==> src/rtl/us_arp_pkg.sv <==
// Shared ARP constants, command encodings and FSM state encoding
// for the 10G UDP stack ARP transmitter.
package us_arp_pkg;

    localparam logic [15:0] ARP_HTYPE      = 16'h0001;
    localparam logic [15:0] ARP_PTYPE      = 16'h0800;
    localparam logic [7:0]  ARP_HLEN       = 8'h06;
    localparam logic [7:0]  ARP_PLEN       = 8'h04;
    localparam logic [15:0] ARP_OP_REQUEST = 16'h0001;
    localparam logic [15:0] ARP_OP_REPLY   = 16'h0002;

    localparam logic [1:0] CMD_REQUEST    = 2'd0;
    localparam logic [1:0] CMD_REPLY      = 2'd1;
    localparam logic [1:0] CMD_GRATUITOUS = 2'd2;
    localparam logic [1:0] CMD_IGNORE     = 2'd3;

    localparam int unsigned ARP_LEN     = 28;
    localparam int unsigned ARP_PAD_LEN = 46;

    localparam logic [1:0] ST_IDLE = 2'd0;
    localparam logic [1:0] ST_LOAD = 2'd1;
    localparam logic [1:0] ST_SEND = 2'd2;
    localparam logic [1:0] ST_DROP = 2'd3;

    // Wire order has byte 0 as the MSB; the stream wants byte 0 in the low lane.
    function automatic logic [8*ARP_LEN-1:0] arp_byte_swap(input logic [8*ARP_LEN-1:0] be);
        logic [8*ARP_LEN-1:0] le;
        le = '0;
        for (int unsigned n = 0; n < ARP_LEN; n++) begin
            le[8*n +: 8] = be[8*(ARP_LEN-1-n) +: 8];
        end
        return le;
    endfunction

endpackage

==> src/rtl/us_sync_fifo.sv <==
// Single-clock show-ahead FIFO with full/empty flags and synchronous
// active-high reset; shared by several blocks of the UDP stack.
module us_sync_fifo #(
    parameter int unsigned WIDTH = 82,
    parameter int unsigned DEPTH = 4
) (
    input  logic             clk,
    input  logic             rst,
    input  logic             wr_en,
    input  logic [WIDTH-1:0] wr_data,
    input  logic             rd_en,
    output logic [WIDTH-1:0] rd_data,
    output logic             full,
    output logic             empty
);

    localparam int unsigned AW = $clog2(DEPTH);

    logic [WIDTH-1:0] mem [DEPTH];
    logic [AW:0]      wr_ptr;
    logic [AW:0]      rd_ptr;

    // Extra pointer bit distinguishes full from empty when the indices match.
    assign full    = (wr_ptr[AW] != rd_ptr[AW]) && (wr_ptr[AW-1:0] == rd_ptr[AW-1:0]);
    assign empty   = (wr_ptr == rd_ptr);
    assign rd_data = mem[rd_ptr[AW-1:0]];

    always_ff @(posedge clk) begin
        if (rst) begin
            wr_ptr <= '0;
            rd_ptr <= '0;
        end else begin
            if (wr_en && !full) begin
                mem[wr_ptr[AW-1:0]] <= wr_data;
                wr_ptr              <= wr_ptr + 1'b1;
            end
            if (rd_en && !empty) begin
                rd_ptr <= rd_ptr + 1'b1;
            end
        end
    end

endmodule

==> src/rtl/us_arp_tx_mq.sv <==
// Queued ARP transmitter: command FIFO, periodic gratuitous ARP, start timeout
// and registered AXI4-Stream output of the (optionally padded) ARP payload.
module us_arp_tx_mq
    import us_arp_pkg::*;
#(
    parameter int unsigned DATA_WIDTH     = 64,
    parameter int unsigned CMD_FIFO_DEPTH = 4,
    parameter int unsigned TIMEOUT_CYCLES = 1000000,
    parameter int unsigned GARP_PERIOD    = 0,
    parameter int unsigned PAD_MIN        = 1
) (
    input  logic                    tx_axis_aclk,
    input  logic                    tx_axis_areset,
    input  logic                    cmd_valid,
    output logic                    cmd_ready,
    input  logic [1:0]              cmd_op,
    input  logic [31:0]             cmd_ip,
    input  logic [47:0]             cmd_mac,
    input  logic [47:0]             src_mac_addr,
    input  logic [31:0]             src_ip_addr,
    output logic [DATA_WIDTH-1:0]   arp_tx_axis_tdata,
    output logic [DATA_WIDTH/8-1:0] arp_tx_axis_tkeep,
    output logic                    arp_tx_axis_tvalid,
    output logic                    arp_tx_axis_tlast,
    input  logic                    arp_tx_axis_tready,
    output logic                    arp_not_empty,
    output logic                    tx_done,
    output logic                    tx_drop,
    output logic [15:0]             frame_cnt
);

    localparam int unsigned KEEP_W     = DATA_WIDTH / 8;
    localparam int unsigned LEN        = (PAD_MIN != 0) ? ARP_PAD_LEN : ARP_LEN;
    localparam int unsigned NBEATS     = (LEN + KEEP_W - 1) / KEEP_W;
    localparam int unsigned FRAME_W    = NBEATS * DATA_WIDTH;
    localparam int unsigned BW         = $clog2(NBEATS);
    localparam int unsigned LAST_BYTES = LEN % KEEP_W;
    localparam int unsigned TW         = (TIMEOUT_CYCLES > 1) ? $clog2(TIMEOUT_CYCLES) : 1;
    localparam int unsigned GW         = (GARP_PERIOD > 1) ? $clog2(GARP_PERIOD) : 1;

    localparam logic [KEEP_W-1:0] LAST_KEEP =
        (LAST_BYTES == 0) ? '1 : KEEP_W'((1 << LAST_BYTES) - 1);
    localparam logic [TW-1:0] TO_LAST   = TW'(TIMEOUT_CYCLES - 1);
    localparam logic [GW-1:0] GARP_LAST = (GARP_PERIOD > 0) ? GW'(GARP_PERIOD - 1) : '0;
    localparam logic [BW-1:0] PRE_LAST  = BW'(NBEATS - 2);

    logic [1:0]         state;
    logic               load_garp;
    logic               fifo_full;
    logic               fifo_empty;
    logic               fifo_rd;
    logic [81:0]        fifo_dout;
    logic [1:0]         e_op;
    logic [15:0]        op_code;
    logic [47:0]        t_mac;
    logic [31:0]        t_ip;
    logic [FRAME_W-1:0] frame_d;
    logic [FRAME_W-1:0] frame_q;
    logic [BW-1:0]      beat_idx;
    logic [TW-1:0]      to_cnt;
    logic [GW-1:0]      garp_cnt;
    logic               garp_pend;

    assign cmd_ready     = !fifo_full;
    assign fifo_rd       = (state == ST_LOAD) && !load_garp;
    assign arp_not_empty = !fifo_empty || (state != ST_IDLE) || garp_pend;

    us_sync_fifo #(
        .WIDTH (82),
        .DEPTH (CMD_FIFO_DEPTH)
    ) u_cmd_fifo (
        .clk     (tx_axis_aclk),
        .rst     (tx_axis_areset),
        .wr_en   (cmd_valid && cmd_ready),
        .wr_data ({cmd_op, cmd_ip, cmd_mac}),
        .rd_en   (fifo_rd),
        .rd_data (fifo_dout),
        .full    (fifo_full),
        .empty   (fifo_empty)
    );

    always_comb begin
        e_op    = load_garp ? CMD_GRATUITOUS : fifo_dout[81:80];
        op_code = (e_op == CMD_REPLY) ? ARP_OP_REPLY : ARP_OP_REQUEST;
        t_mac   = (e_op == CMD_REPLY) ? fifo_dout[47:0] : '0;
        t_ip    = (e_op == CMD_GRATUITOUS) ? src_ip_addr : fifo_dout[79:48];
        frame_d = '0;
        frame_d[8*ARP_LEN-1:0] = arp_byte_swap({ARP_HTYPE, ARP_PTYPE, ARP_HLEN, ARP_PLEN, op_code,
                                                src_mac_addr, src_ip_addr, t_mac, t_ip});
    end

    always_ff @(posedge tx_axis_aclk) begin
        if (tx_axis_areset) begin
            state              <= ST_IDLE;
            load_garp          <= 1'b0;
            frame_q            <= '0;
            beat_idx           <= '0;
            to_cnt             <= '0;
            garp_cnt           <= '0;
            garp_pend          <= 1'b0;
            arp_tx_axis_tdata  <= '0;
            arp_tx_axis_tkeep  <= '0;
            arp_tx_axis_tvalid <= 1'b0;
            arp_tx_axis_tlast  <= 1'b0;
            tx_done            <= 1'b0;
            tx_drop            <= 1'b0;
            frame_cnt          <= '0;
        end else begin
            tx_done <= 1'b0;
            tx_drop <= 1'b0;

            // Clear before the timer update so a coincident expiry stays pending.
            if (state == ST_LOAD && load_garp) begin
                garp_pend <= 1'b0;
            end
            if (GARP_PERIOD > 0) begin
                if (garp_cnt == GARP_LAST) begin
                    garp_cnt  <= '0;
                    garp_pend <= 1'b1;
                end else begin
                    garp_cnt <= garp_cnt + 1'b1;
                end
            end

            case (state)
                ST_IDLE: begin
                    if (!fifo_empty) begin
                        load_garp <= 1'b0;
                        state     <= ST_LOAD;
                    end else if (garp_pend) begin
                        load_garp <= 1'b1;
                        state     <= ST_LOAD;
                    end
                end
                ST_LOAD: begin
                    if (!load_garp && fifo_dout[81:80] == CMD_IGNORE) begin
                        state <= ST_IDLE;
                    end else begin
                        arp_tx_axis_tdata  <= frame_d[DATA_WIDTH-1:0];
                        frame_q            <= frame_d >> DATA_WIDTH;
                        arp_tx_axis_tkeep  <= '1;
                        arp_tx_axis_tlast  <= 1'b0;
                        arp_tx_axis_tvalid <= 1'b1;
                        beat_idx           <= '0;
                        to_cnt             <= '0;
                        state              <= ST_SEND;
                    end
                end
                ST_SEND: begin
                    if (arp_tx_axis_tvalid && arp_tx_axis_tready) begin
                        if (arp_tx_axis_tlast) begin
                            arp_tx_axis_tvalid <= 1'b0;
                            arp_tx_axis_tlast  <= 1'b0;
                            arp_tx_axis_tkeep  <= '0;
                            arp_tx_axis_tdata  <= '0;
                            tx_done            <= 1'b1;
                            frame_cnt          <= frame_cnt + 1'b1;
                            state              <= ST_IDLE;
                        end else begin
                            arp_tx_axis_tdata <= frame_q[DATA_WIDTH-1:0];
                            frame_q           <= frame_q >> DATA_WIDTH;
                            beat_idx          <= beat_idx + 1'b1;
                            arp_tx_axis_tlast <= (beat_idx == PRE_LAST);
                            arp_tx_axis_tkeep <= (beat_idx == PRE_LAST) ? LAST_KEEP : '1;
                        end
                    end else if (beat_idx == '0) begin
                        if (to_cnt == TO_LAST) begin
                            arp_tx_axis_tvalid <= 1'b0;
                            arp_tx_axis_tdata  <= '0;
                            arp_tx_axis_tkeep  <= '0;
                            tx_drop            <= 1'b1;
                            state              <= ST_DROP;
                        end else begin
                            to_cnt <= to_cnt + 1'b1;
                        end
                    end
                end
                default: state <= ST_IDLE;
            endcase
        end
    end

endmodule
==> config.mk <==
export PLATFORM = sky130hd
export DESIGN_NAME = us_arp_tx_mq
export DESIGN_NICKNAME = d
export VERILOG_FILES = /design/src/rtl/us_arp_pkg.sv /design/src/rtl/us_sync_fifo.sv /design/src/rtl/us_arp_tx_mq.sv
export SDC_FILE = /design/constraint.sdc
export NUM_CORES = 1
export LEC_CHECK = 0
export ABC_AREA = 1
export CORE_ASPECT_RATIO = 1.75
export CORE_MARGIN = 1
export CORE_UTILIZATION = 51
export CTS_CLUSTER_DIAMETER = 120
export DETAILED_ROUTE_END_ITERATION = 12
export PLACE_DENSITY = 0.76
export SKIP_LAST_GASP = 1
export SYNTH_ARGS = -nofsm -noshare
export SYNTH_HDL_FRONTEND = slang
export SYNTH_SLANG_ARGS = --single-unit
==> constraint.sdc <==
create_clock -name tx_axis_aclk -period 5.5 [get_ports tx_axis_aclk]
set_input_delay 1.1 -clock tx_axis_aclk [delete_from_list [all_inputs] [get_ports tx_axis_aclk]]
set_output_delay 1.1 -clock tx_axis_aclk [all_outputs]
set_load 0.05 [all_outputs]
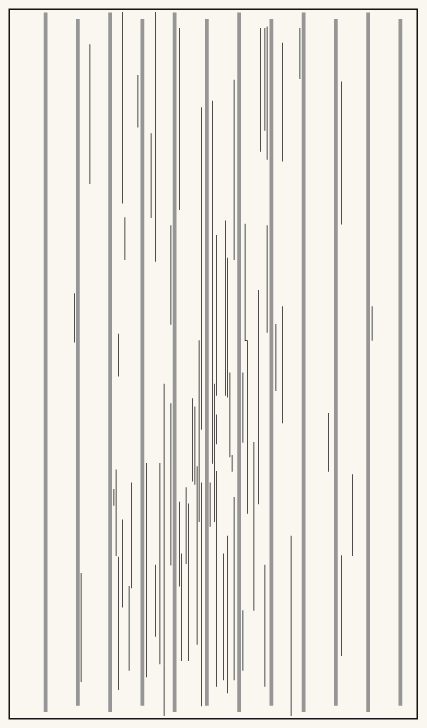
run_1/met4.png
Supply wires on this layer in gray.
main direction	vertical
share of all routed wire	5.4%

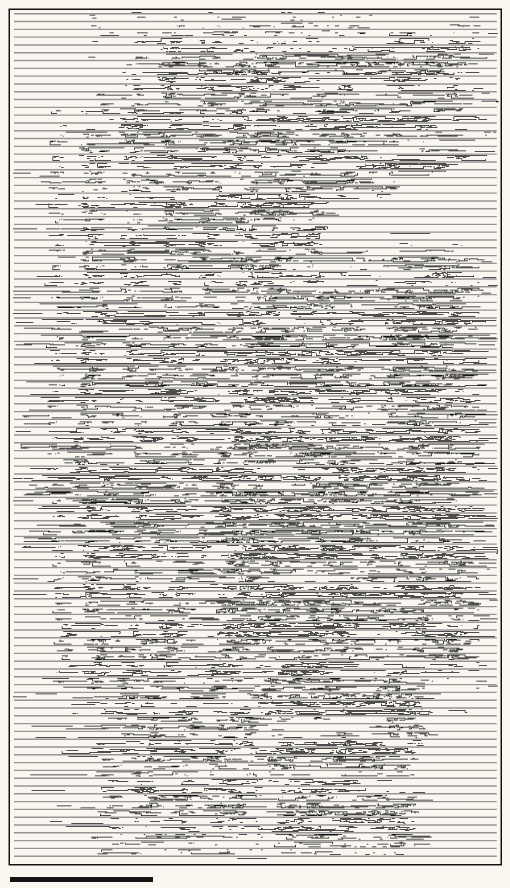
run_1/met1.png
Bar = 50 µm. Supply wires on this layer in gray.
nets with wire on the layer	2,914
main direction	horizontal
share of all routed wire	40%

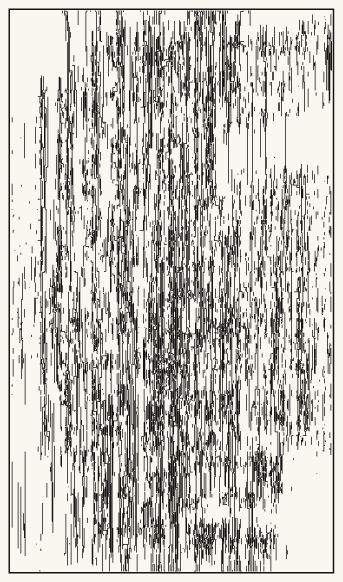
run_1/met2.png
nets with wire on the layer	2,459
longest straight run	122 µm

==> reports/metrics.cfg, run 1 <==
[critical_path]
crit_fanout = 82
cp.buffers_inverters = 2
critPathMostFrequentCell = nand2_1
r2r_end = frame_q[103]

[cells_and_area]
design.final.nets = 3121
area_delta_synth_final_pct = 18.7
n_antenna_cell = 3
lay_top_cells = 459 x nand2_1, 429 x nor2_1, 328 x edfxtp_1
utilization = 0.612

[synth]
synthArstFlopShare = 0
ys_seq_frac = 0.605
top_cell_area_share = 0.386
syn_area_per_cell_um2 = 9.14

[flow_run]
openroad.warnings = 36

[cts]
cts_sinks = 607

[detailed_routing]
highest-signal-layer = met4
routedWlPerCell_um = 18.2
vias_per_cell = 5.46

[status]
outcome = completed

[grt]
use_met3 = 0.0316

[pwr]
pg_clk_w = 0.00402

[floorplanning]
fp-utilization = 0.516

[worst_hold_path]
worstHoldStart = frame_q[56]

run 1: Yosys cell counts, drive strengths merged, types with 2 or more instances:
library cell / count
a21oi: 246
a22o: 32
a31oi: 2
buf: 77
clkbuf: 110
dfxtp: 279
edfxtp: 328
ha: 13
inv: 245
mux2i: 48
nand2: 465
nand3: 192
nand4: 17
nor2: 435
nor3: 9
o21a: 2
o21ai: 206
o21bai: 2
o22ai: 64
xnor2: 5
xor2: 5
run 1: kinds of logic after synthesis:
kind of cell    count (synthesis)  synth area share
xor+xnor                       10           0.00343
fa+ha+maj                      13           0.00638
buf+inv                       433            0.0701
flops                         607             0.605
simple gates                 1122             0.178
mux                            48            0.0188
compound gates                556             0.118
run 1: tightest hold or removal path, cell delays in order, from the launching register on:
cell,delay [ns]
dfxtp_1,0.29
inv_1,0.06
a21oi_1,0.05
==> run 2, diff against run 1 <==
--- a/config.mk
+++ b/config.mk
@@ -8,10 +8,10 @@
 export ABC_AREA = 1
 export CORE_ASPECT_RATIO = 1.75
 export CORE_MARGIN = 1
-export CORE_UTILIZATION = 51
+export CORE_UTILIZATION = 55
 export CTS_CLUSTER_DIAMETER = 120
 export DETAILED_ROUTE_END_ITERATION = 12
-export PLACE_DENSITY = 0.76
+export PLACE_DENSITY = 0.78
 export SKIP_LAST_GASP = 1
 export SYNTH_ARGS = -nofsm -noshare
 export SYNTH_HDL_FRONTEND = slang
==> constraint.sdc (replaced) <==
create_clock -name tx_axis_aclk -period 3.5 [get_ports tx_axis_aclk]
set_input_delay 0.7 -clock tx_axis_aclk [delete_from_list [all_inputs] [get_ports tx_axis_aclk]]
set_output_delay 0.7 -clock tx_axis_aclk [all_outputs]
set_load 0.05 [all_outputs]
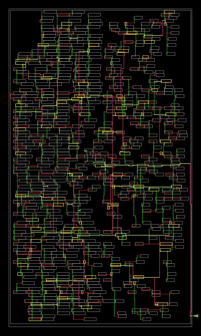
run_2/final_clocks.png
clk pwr: 0.00603 W
# clk buffers: 64
Num CTS Buffers: 53

==> run 2 against run 1 <==
- sequential share of layout area is 0.26 points lower
- global-route usage is 2.6 points higher
- cell count is 1.3% lower
- highest routed layer unchanged
- die size is 7.2% lower
- clock-buffer cell count is 3 higher
- sequential power is 58% higher
- critical path depth is 7 lower
- synthesized area stayed put
==> reports/metrics.cfg, run 2 <==
[status]
outcome = completed

[timing]
final_max_slew_viol_count = 0

[cells_and_area]
n_antenna_cell = 2
lay_top_cells = 459 x nand2_1, 429 x nor2_1, 328 x edfxtp_1
utilization = 0.662
area_delta_synth_final_pct = 19.3
design.final.nets = 3150
nFillCells = 3579

[detailed_routing]
routedWlPerCell_um = 18.9
vias_per_cell = 5.63
highest-signal-layer = met4

[floorplanning]
io_pins = 260
fp-utilization = 0.555

[synth]
synthMuxAreaShare = 0.0188
edf_count = 328
synthArstFlopShare = 0
ys_top_logic_family = simple AND/OR/NAND/NOR gates
ys_top_cells_by_count = 459 x nand2_1, 434 x nor2_1, 328 x edfxtp_1
ys_sh_adder = 0.00638
xor_area_frac = 0.00343
yosysMostFrequentCell = nand2_1
syn_area_per_cell_um2 = 9.14
ys_sh_simple = 0.178

[cts]
cts_sinks = 607
cts_resized = 0

[grt]
grt_overflow = 0
use_met3 = 0.0270

[pwr]
ir_drop_uv = 668
combPwrFrac = 0.353

[flow_run]
cap_violations = 0
openroad.warnings = 40

[critical_path]
crit_fanout = 5
r2r_end = frame_cnt[0]

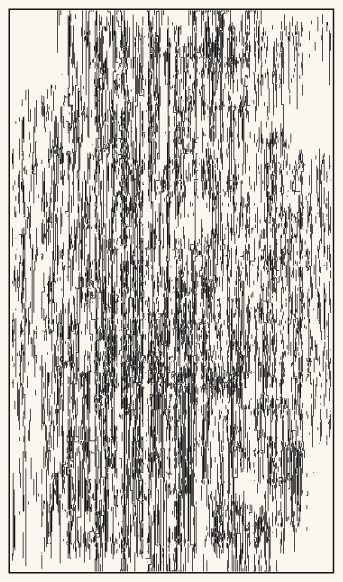
run_2/met2.png
share of all routed wire	49%
main direction	vertical
longest straight run	94.6 µm
nets with wire on the layer	2,494
wire length on this layer	33.5 mm

==> run 2: cell counts after synthesis <==
No cell type changed its count.
==> run 2: worst max-delay path: stages (launching register included) <==
cell             delay, ns
dfxtp_1               0.41
xnor2_1               0.17
nand3_1               0.17
nor2_1                0.31
inv_1                 0.07
clkdlybuf4s50_1       0.71
==> run 2: worst min-delay path by stage <==
stage / startpoint / to / cells past startpoint
2_1_floorplan: frame_q[100] / frame_q[100] / 2
3_3_place_gp: frame_q[57] / frame_q[57] / 2
3_5_place_dp: frame_q[121] / frame_q[121] / 2
4_1_cts: frame_q[57] / frame_q[57] / 2
5_1_grt: frame_q[127] / frame_q[127] / 2
6_report: frame_q[57] / frame_q[57] / 2
No activity file was given, so power comes from the tool's default toggle rates.
